File: src/rtl/bnn_infer_sched.sv
`default_nettype none
// ============================================================================
// Module   : bnn_infer_sched
// Purpose  : Per-sample scheduler for the BNN classifier core. It provides a
//            feature FIFO, a start/done handshake guarded by a watchdog, and a
//            valid/ready result port.
// Options  : define BNN_SCHED_STATS_EN to add saturating result counters
// Revision : 1.0 - initial release
// ============================================================================
module bnn_infer_sched #(
   parameter int FIFO_DEPTH     = 4,
   parameter int TIMEOUT_CYCLES = 15
) (
   input  logic        clk,
   input  logic        rst,
   input  logic        in_valid,
   output logic        in_ready,
   input  logic [15:0] in_features,
   output logic        core_start,
   output logic [15:0] core_features,
   input  logic        core_done,
   input  logic [2:0]  core_class,
   input  logic [3:0]  core_hidden,
   output logic        out_valid,
   input  logic        out_ready,
   output logic [2:0]  out_class,
   output logic [3:0]  out_hidden,
   output logic        out_timeout,
   output logic        busy,
   output logic [4:0]  fifo_count
`ifdef BNN_SCHED_STATS_EN
   ,
   output logic [7:0]  stat_class0,
   output logic [7:0]  stat_class1,
   output logic [7:0]  stat_timeout
`endif
);

   localparam int                 c_PTR_W   = (FIFO_DEPTH > 1) ? $clog2(FIFO_DEPTH) : 1;
   localparam logic [c_PTR_W-1:0] c_PTR_ONE = c_PTR_W'(1);
   localparam logic [4:0]         c_DEPTH   = 5'(FIFO_DEPTH);
   localparam logic [7:0]         c_WD_LAST = 8'(TIMEOUT_CYCLES - 1);

   typedef enum logic [1:0] {
      ST_IDLE  = 2'd0,
      ST_ISSUE = 2'd1,
      ST_WAIT  = 2'd2,
      ST_HOLD  = 2'd3
   } state_t;

   state_t             r_state;
   logic [15:0]        r_mem [FIFO_DEPTH];
   logic [c_PTR_W-1:0] r_wr_ptr;
   logic [c_PTR_W-1:0] r_rd_ptr;
   logic [4:0]         r_count;
   logic [7:0]         r_wd;
   logic               r_core_start;
   logic [15:0]        r_core_features;
   logic               r_out_valid;
   logic [2:0]         r_out_class;
   logic [3:0]         r_out_hidden;
   logic               r_out_timeout;

   logic               w_push;
   logic               w_pop;
   logic               w_timeout_hit;

   // Full check ignores a same-cycle pop so a full FIFO always refuses.
   assign in_ready      = (r_count != c_DEPTH);
   assign w_push        = in_valid && in_ready;
   assign w_timeout_hit = (r_wd == c_WD_LAST);
   assign w_pop         = (r_state == ST_WAIT) && (core_done || w_timeout_hit);

   always_ff @(posedge clk) begin
      if (w_push) begin
         r_mem[r_wr_ptr] <= in_features;
      end
   end

   always_ff @(posedge clk) begin
      if (rst) begin
         r_wr_ptr <= '0;
         r_rd_ptr <= '0;
         r_count  <= 5'd0;
      end else begin
         if (w_push) begin
            r_wr_ptr <= r_wr_ptr + c_PTR_ONE;
         end
         if (w_pop) begin
            r_rd_ptr <= r_rd_ptr + c_PTR_ONE;
         end
         case ({w_push, w_pop})
            2'b10:   r_count <= r_count + 5'd1;
            2'b01:   r_count <= r_count - 5'd1;
            default: r_count <= r_count;
         endcase
      end
   end

   // The watchdog value during WAIT cycle k is k-1, so the abort lands on
   // WAIT cycle TIMEOUT_CYCLES; a done on that same cycle takes priority.
   always_ff @(posedge clk) begin
      if (rst) begin
         r_state         <= ST_IDLE;
         r_wd            <= 8'd0;
         r_core_start    <= 1'b0;
         r_core_features <= 16'd0;
         r_out_valid     <= 1'b0;
         r_out_class     <= 3'd0;
         r_out_hidden    <= 4'd0;
         r_out_timeout   <= 1'b0;
      end else begin
         r_core_start <= 1'b0;
         case (r_state)
            ST_IDLE: begin
               if (r_count != 5'd0) begin
                  r_state         <= ST_ISSUE;
                  r_core_start    <= 1'b1;
                  r_core_features <= r_mem[r_rd_ptr];
               end
            end
            ST_ISSUE: begin
               r_wd    <= 8'd0;
               r_state <= ST_WAIT;
            end
            ST_WAIT: begin
               r_wd <= r_wd + 8'd1;
               if (core_done) begin
                  r_out_class   <= core_class;
                  r_out_hidden  <= core_hidden;
                  r_out_timeout <= 1'b0;
                  r_out_valid   <= 1'b1;
                  r_state       <= ST_HOLD;
               end else if (w_timeout_hit) begin
                  r_out_class   <= 3'd0;
                  r_out_hidden  <= 4'd0;
                  r_out_timeout <= 1'b1;
                  r_out_valid   <= 1'b1;
                  r_state       <= ST_HOLD;
               end
            end
            ST_HOLD: begin
               if (out_ready) begin
                  r_out_valid <= 1'b0;
                  r_state     <= ST_IDLE;
               end
            end
            default: r_state <= ST_IDLE;
         endcase
      end
   end

   assign core_start    = r_core_start;
   assign core_features = r_core_features;
   assign out_valid     = r_out_valid;
   assign out_class     = r_out_class;
   assign out_hidden    = r_out_hidden;
   assign out_timeout   = r_out_timeout;
   assign fifo_count    = r_count;
   assign busy          = (r_state != ST_IDLE) || (r_count != 5'd0);

`ifdef BNN_SCHED_STATS_EN
   logic [7:0] r_stat_class0;
   logic [7:0] r_stat_class1;
   logic [7:0] r_stat_timeout;

   always_ff @(posedge clk) begin
      if (rst) begin
         r_stat_class0  <= 8'd0;
         r_stat_class1  <= 8'd0;
         r_stat_timeout <= 8'd0;
      end else if (r_out_valid && out_ready) begin
         if (r_out_timeout) begin
            if (r_stat_timeout != 8'hFF) r_stat_timeout <= r_stat_timeout + 8'd1;
         end else if (r_out_class == 3'd0) begin
            if (r_stat_class0 != 8'hFF) r_stat_class0 <= r_stat_class0 + 8'd1;
         end else begin
            if (r_stat_class1 != 8'hFF) r_stat_class1 <= r_stat_class1 + 8'd1;
         end
      end
   end

   assign stat_class0  = r_stat_class0;
   assign stat_class1  = r_stat_class1;
   assign stat_timeout = r_stat_timeout;
`endif

endmodule
`default_nettype wire

File: config.mk
export PLATFORM = sky130hd
export DESIGN_NAME = bnn_infer_sched
export DESIGN_NICKNAME = d
export VERILOG_FILES = /design/src/rtl/bnn_infer_sched.sv
export SDC_FILE = /design/constraint.sdc
export NUM_CORES = 1
export LEC_CHECK = 0
export ABC_CLOCK_PERIOD_IN_PS = 3500
export CAP_MARGIN = 20
export CELL_PAD_IN_SITES_DETAIL_PLACEMENT = 1
export CELL_PAD_IN_SITES_GLOBAL_PLACEMENT = 1
export CORE_UTILIZATION = 44
export DETAILED_ROUTE_END_ITERATION = 6
export GPL_ROUTABILITY_DRIVEN = 0
export PLACE_DENSITY_LB_ADDON = 0.1
export SLEW_MARGIN = 5
export SYNTH_ARGS = -nofsm -noshare
export SYNTH_HDL_FRONTEND = slang
export SYNTH_SLANG_ARGS = --single-unit
File: constraint.sdc
create_clock -name clk -period 3.5 [get_ports clk]
set_input_delay 0.875 -clock clk [delete_from_list [all_inputs] [get_ports clk]]
set_output_delay 0.875 -clock clk [all_outputs]
set_load 0.005 [all_outputs]
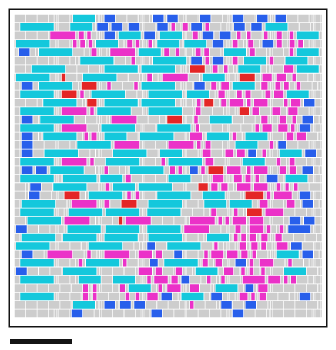
(images/class_map.png)
Scale bar: 20 um. Fill, decap, tap and diode cells in grey.
clock drivers and dummy loads -> red  # cells 16, share of their area 3.5%
remaining logic cells -> magenta  # cells 206, share of their area 29%
sequential cells -> cyan  # cells 109, share of their area 55%
remaining buffers and delay cells -> blue  # cells 69, share of their area 13%
sequential share of cell area: 52.82%
core area: 9729 um2
Post-Layout Inst Area: 5344 um2
Row Count: 36
Util after Layout: 54.93%

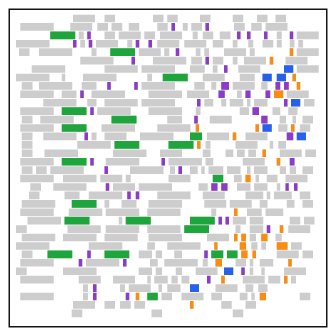
(images/gates.png)
xor and xnor cells -> blue  # cells 8, most used xor2_1
nor cells -> orange  # cells 30, most used nor2_1
mux cells -> green  # cells 21, most used mux4_2
nand cells -> purple  # cells 56, most used nand2_1, where widely spread

==> GITHUB_STEP_SUMMARY <==
### Flow metrics

| Metric | Value |
|---|---|
| Setup CP Type | `reg2out` |
| Delay-heaviest family, CP | `simple AND/OR/NAND/NOR gates` |
| FF+latch area | `2823 um2` |
| Place WS | `0.2127 ns` |
| GRT busiest layer | `met2` |
| Total Routing Usage GR | `17.93%` |
| Layout cell share with drive strength beyond 1 | `11.75%` |
| Leading cell kind | `flip-flops and latches` |
| Status | `finished clean` |
| Num Clock Sinks | `109` |
| N_taps | `roughly 130` |
| Worst skew pair latency | `between 0.3 and 0.4 ns` |
| Fill cell count | `1000` |
| Met1 wire length | `3932 um` |
| Comb gates | `about 190` |
| Routed WL | `8606 um` |
| Clk pwr share | `23.2%` |
| Main power group | `sequential cells` |
| Pwr Density | `roughly 570 nW/um2` |
| Yosys top cell area share | `43.66%` |
| Cells resized by post-CTS repair | `0` |
| Pint | `2153 uW` |
| Top cells by count, synth | `edfxtp_1 (64), dfxtp_1 (45), nand2_1 (44), a21oi_1 (29), nor2_1 (21)` |
| CP max stage cell | `or4_4` |
| Tmin final | `3.092 ns` |
| Max Cap Violations | `0` |
Power and IR drop assume default switching activity.
